==> src/rtl/bin2bcd_seq_ctrl.sv <==
// Sequential binary-to-BCD converter (double-dabble, one bit per cycle) with valid/ready on both sides.
// Optional macro BIN2BCD_SIGNED_EN: treat in_bin as two's complement and report the sign on out_neg.
module bin2bcd_seq_ctrl #(
    parameter int WIDTH  = 8,
    parameter int DIGITS = 3
) (
    input  logic                  clk,
    input  logic                  rst,
    input  logic                  in_valid,
    output logic                  in_ready,
    input  logic [WIDTH-1:0]      in_bin,
    output logic                  out_valid,
    input  logic                  out_ready,
    output logic [4*DIGITS-1:0]   out_bcd,
    output logic                  out_neg,
    output logic                  busy
);
    localparam int CW = $clog2(WIDTH + 1);
    localparam int BW = 4 * DIGITS;

    function automatic longint pow10(input int n);
        longint r;
        r = 1;
        for (int i = 0; i < n; i++) r = r * 10;
        return r;
    endfunction

    generate
        if (WIDTH < 4 || WIDTH > 16) begin : g_bad_width
            $error("bin2bcd_seq_ctrl: WIDTH must be in 4..16");
        end
        if (pow10(DIGITS) <= (longint'(1) << WIDTH)) begin : g_bad_digits
            $error("bin2bcd_seq_ctrl: DIGITS too small for WIDTH");
        end
    endgenerate

    typedef enum logic [1:0] {IDLE, SHIFT, DONE} state_e;

    state_e          state_q, state_d;
    logic [WIDTH-1:0] bin_q, bin_d;
    logic [BW-1:0]   bcd_q, bcd_d, bcd_adj;
    logic [BW-1:0]   out_bcd_q, out_bcd_d;
    logic [CW-1:0]   cnt_q, cnt_d;
    logic [WIDTH-1:0] load_val;

`ifdef BIN2BCD_SIGNED_EN
    logic load_neg, sign_q, sign_d, neg_q, neg_d;
    // Negating the most negative value yields itself, which reads correctly as an unsigned magnitude.
    assign load_neg = in_bin[WIDTH-1];
    assign load_val = load_neg ? -in_bin : in_bin;
    assign out_neg  = neg_q;
`else
    assign load_val = in_bin;
    assign out_neg  = 1'b0;
`endif

    // Add-3 correction on every digit >= 5 ahead of the shift.
    generate
        for (genvar g = 0; g < DIGITS; g++) begin : g_adj
            assign bcd_adj[4*g +: 4] = (bcd_q[4*g +: 4] >= 4'd5) ? bcd_q[4*g +: 4] + 4'd3
                                                                : bcd_q[4*g +: 4];
        end
    endgenerate

    always_comb begin
        state_d   = state_q;
        bin_d     = bin_q;
        bcd_d     = bcd_q;
        cnt_d     = cnt_q;
        out_bcd_d = out_bcd_q;
`ifdef BIN2BCD_SIGNED_EN
        sign_d    = sign_q;
        neg_d     = neg_q;
`endif
        case (state_q)
            IDLE: begin
                if (in_valid) begin
                    bin_d   = load_val;
                    bcd_d   = '0;
                    cnt_d   = '0;
                    state_d = SHIFT;
`ifdef BIN2BCD_SIGNED_EN
                    sign_d  = load_neg;
`endif
                end
            end
            SHIFT: begin
                {bcd_d, bin_d} = {bcd_adj[BW-2:0], bin_q, 1'b0};
                cnt_d          = cnt_q + 1'b1;
                if (cnt_q == CW'(WIDTH - 1)) begin
                    state_d   = DONE;
                    out_bcd_d = {bcd_adj[BW-2:0], bin_q[WIDTH-1]};
`ifdef BIN2BCD_SIGNED_EN
                    neg_d     = sign_q;
`endif
                end
            end
            DONE: begin
                if (out_ready) state_d = IDLE;
            end
            default: state_d = IDLE;
        endcase
    end

    always_ff @(posedge clk or posedge rst) begin
        if (rst) begin
            state_q   <= IDLE;
            bin_q     <= '0;
            bcd_q     <= '0;
            cnt_q     <= '0;
            out_bcd_q <= '0;
`ifdef BIN2BCD_SIGNED_EN
            sign_q    <= 1'b0;
            neg_q     <= 1'b0;
`endif
        end else begin
            state_q   <= state_d;
            bin_q     <= bin_d;
            bcd_q     <= bcd_d;
            cnt_q     <= cnt_d;
            out_bcd_q <= out_bcd_d;
`ifdef BIN2BCD_SIGNED_EN
            sign_q    <= sign_d;
            neg_q     <= neg_d;
`endif
        end
    end

    assign in_ready  = (state_q == IDLE);
    assign out_valid = (state_q == DONE);
    assign busy      = (state_q != IDLE);
    assign out_bcd   = out_bcd_q;
endmodule

==> config.mk <==
export PLATFORM = sky130hd
export DESIGN_NAME = bin2bcd_seq_ctrl
export DESIGN_NICKNAME = d
export VERILOG_FILES = /design/src/rtl/bin2bcd_seq_ctrl.sv
export SDC_FILE = /design/constraint.sdc
export NUM_CORES = 1
export LEC_CHECK = 0
export CORE_ASPECT_RATIO = 0.9
export CORE_UTILIZATION = 53
export DETAILED_ROUTE_END_ITERATION = 10
export GPL_TIMING_DRIVEN = 0
export PLACE_DENSITY_LB_ADDON = 0.08
export SYNTH_ARGS = -nofsm -noshare
export SYNTH_HDL_FRONTEND = slang
export SYNTH_SLANG_ARGS = --single-unit
==> constraint.sdc <==
create_clock -name clk -period 1.9 [get_ports clk]
set_input_delay 0.38 -clock clk [delete_from_list [all_inputs] [get_ports clk]]
set_output_delay 0.38 -clock clk [all_outputs]
set_load 0.02 [all_outputs]
run_1/ff_map.png
(4 px per micron) Other sequential cells in the stronger gray, the rest of the logic in the fainter gray.
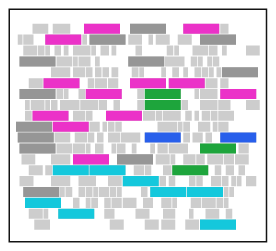
- green: `cnt_q` (flops 4)
- blue: `state_q` (flops 2)
- cyan: `bin_q` (flops 8)
- magenta: `bcd_q` (flops 12)

run_1/port_trees.png
(8 px per micron)
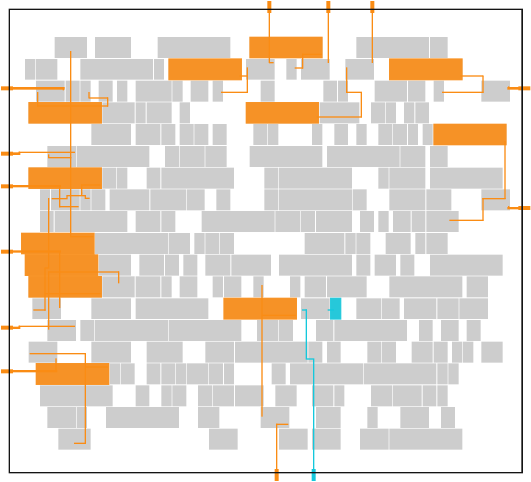
- cyan: `out_ready` (bits 1; direction input; edge bottom; end cells 1; buffers 1; wire 21.9 microns)
- orange: `out_bcd` (bits 12; direction output; edge 6 left, 3 top, 2 right, 1 bottom; end cells 12; buffers 12; wire 268 microns)
Ports: 28
I/O Buffers: 26

run_1/clock_wires.png
(4 px per micron)
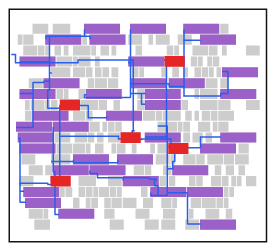
- blue: clock wires (length 471 microns)
- purple: flip-flops (count 38)
- red: clock-net drivers (count 5)
- flops lie: widely spread
- routed clock nets: 6
Clock net power: 642 uW
clock skew: 0.005101 ns
clock network power share: 0.169

==> out/metrics.yaml <==
clock_tree:
  cts_setup_buffers: 1
  cts.htree.levels: 2
  insertion_delay_ns: 0.29
  cts_buffer_depth: 2
  numCtsBuffers: 5
  cts.repair.resized: 11
  cts_sinks: 38
  cts.clk_slew.worst_paths_ns: 0.07
  cts-root-buf: "clkbuf_8"
placement:
  post_dp_cell_area_sq_um: 2142
  finalWeightedCongestion: 0.7829
  dpl.hpwl_microns: 2696
floorplanning:
  fp_util: 0.5786
  coreArea_sq_um: 3162
  chipArea_sq_um: 3691
  fp-row-count: 19
  die_y_microns: 57.74
worst_setup_path:
  critPathCaptureType: "primary output"
  path_common_cell: "buf_4"
  critPathTopFamily: "buffers and inverters"
  crit_type: "reg2out"
  cp.buffers_inverters: 4
  r2r_slack_ns: 0.21
  cpMaxStageDelayCell: "dfrtp_1"
  required_ns: 1.52
  start_kind: "flip-flop"
  cp_cell_sequence: "buf_6 -> buf_4 -> or2_2 -> inv_1 -> buf_4"
  cp_slowest_stage_delay_ns: 0.40
  crit_fanout: 10
synthesis:
  aoi_share: 0.1662
  top_area_cell: "dfrtp_1"
  yosysWarnings: 0
  ys_area_sq_um: 1829
  synth-edff-count: 0
  syn_nets: 205
  syn_area_per_cell_sq_um: 9.835
  syn_area_sq_um: 1829
  simple_gate_area_frac: 0.1580
  area_leaders: "dfrtp_1, o21ai_0, a21oi_1, ha_1, nand2_1"
  ys_sh_adder: 0.04788
  async_reset_ff_frac: 1.000
  synth-xor-area-share: 0.01436
  ys_seq_share: 0.5198
  flop_cell: "dfrtp_1"
  ys_top_logic_family: "AND-OR/OR-AND gates"
global_route:
  met1_usage: 0.2991
  use_met3: 0.04921
  grt_usage: 0.2419
  grt_first_pass_wirelength_microns: 6713
  grt_start_max_net_pins: 39
  grt_pass1_vias: 1550
  busiest_layer: "met2"
  antenna_found_initial: 0
  grt_util_met2: 0.4164
routing:
  wl_met2_microns: 1908
  vias: 1495
  first_pass_iters: 4
  viasPerCell: 5.684
  wirelength_microns: 3954
  drt_iter0_drc: 105
  routed-wl-met3_microns: 189
  highest_layer: "met4"
  met1_length_microns: 1773
  drcViolationCount: 0
timing:
  period_needed_ns: 1.838
  fin_crit_sh: 0.9674
  rsz0062_at_grt: "no"
  fin_setup_tns_ns: 0
  clock.fmax_ghz: 0.5440
  report.final.hold_viol_count: 0
  worst_slew_pin_slew_ns: 0.7723
  setup_viol_count_final: 0
finish:
  fin_nets: 239
  lay_top_count: "dfrtp_1"
  num-fill-cells: 252
  area_delta_synth_final_pct: 23.46
  layout_top_cells: "dfrtp_1, o21ai_0, clkdlybuf4s50_1, nand2_1, a21oi_1"
  antennaDiodeCount: 0
  design_area_sq_um: 2258
flow_run:
  warnings: 29
  drv_cap: 0
power:
  power_density_nw_per_um2: 1686
  p_leak_nw: 1.018
  ir_worst_vdd_mv: 1.148
  power_mw: 3.809
min_path:
  hold_class: "reg2reg"
status:
  outcome: "completed"
## run 1: synthesized netlist by cell type (5+ instances only)
cell type and n:
dfrtp_1 38, o21ai_0 23, nand2_1 20, a21oi_1 18
nor2_1 12, inv_1 10, nor3b_1 9, ha_1 7
a22o_1 6, mux2_2 6, buf_2 5
## run 1: where the power goes
group | leakage, nW | internal [mW] | total [mW] | switching (mW)
Sequential | 0.475 | 1.16 | 1.43 | 0.270
Clock | 0.0575 | 0.366 | 0.642 | 0.276
Combinational | 0.485 | 0.822 | 1.74 | 0.915
## run 1: final timing paths
kind,cells past startpoint,from,to
max reg2reg,6,bcd_q[0],bcd_q[2]
min,2,bin_q[5],bin_q[5]
min reg2reg,2,bin_q[5],bin_q[5]
max,5,state_q[0],in_ready
min in group asynchronous,2,rst,bin_q[4]
max in group asynchronous,2,rst,out_bcd[3]
## run 1: layout make-up
type | instances | area [sq um] | share of cell area
inverter | 10 | 37.54 | 0.01662
buffer | 9 | 58.81 | 0.02604
timing repair buffer | 27 | 259.0 | 0.1147
multi-input combinational | 129 | 789.5 | 0.3496
tap | 42 | 52.55 | 0.02327
clock buffer | 8 | 110.1 | 0.04875
sequential | 38 | 950.9 | 0.4211
## run 1: per-stage QoR
| step | utilization | worst slack, ns | cells | hold slack [ns] |
|---|---|---|---|---|
| final | 0.7143 | 0.06189 | 263 | 0.4898 |
| after global routing | 0.7143 | 0.01618 | 263 | 0.5373 |
| after CTS | 0.7123 | 0.01305 | 263 | 0.4886 |
| after detailed placement | 0.6775 | -0.1738 | 254 | 0.4724 |
| after global placement | 0.6775 | -0.1597 | 254 | 0.4654 |
| after floorplan | - | 0.3110 | 186 | 0.4502 |
## run 1: state kept, by name (all words and copies together) (netlist names)
name / count
bcd_q: 12
bin_q: 8
cnt_q: 4
out_bcd: 12
state_q: 2
No activity file was given, so power comes from the tool's default toggle rates.
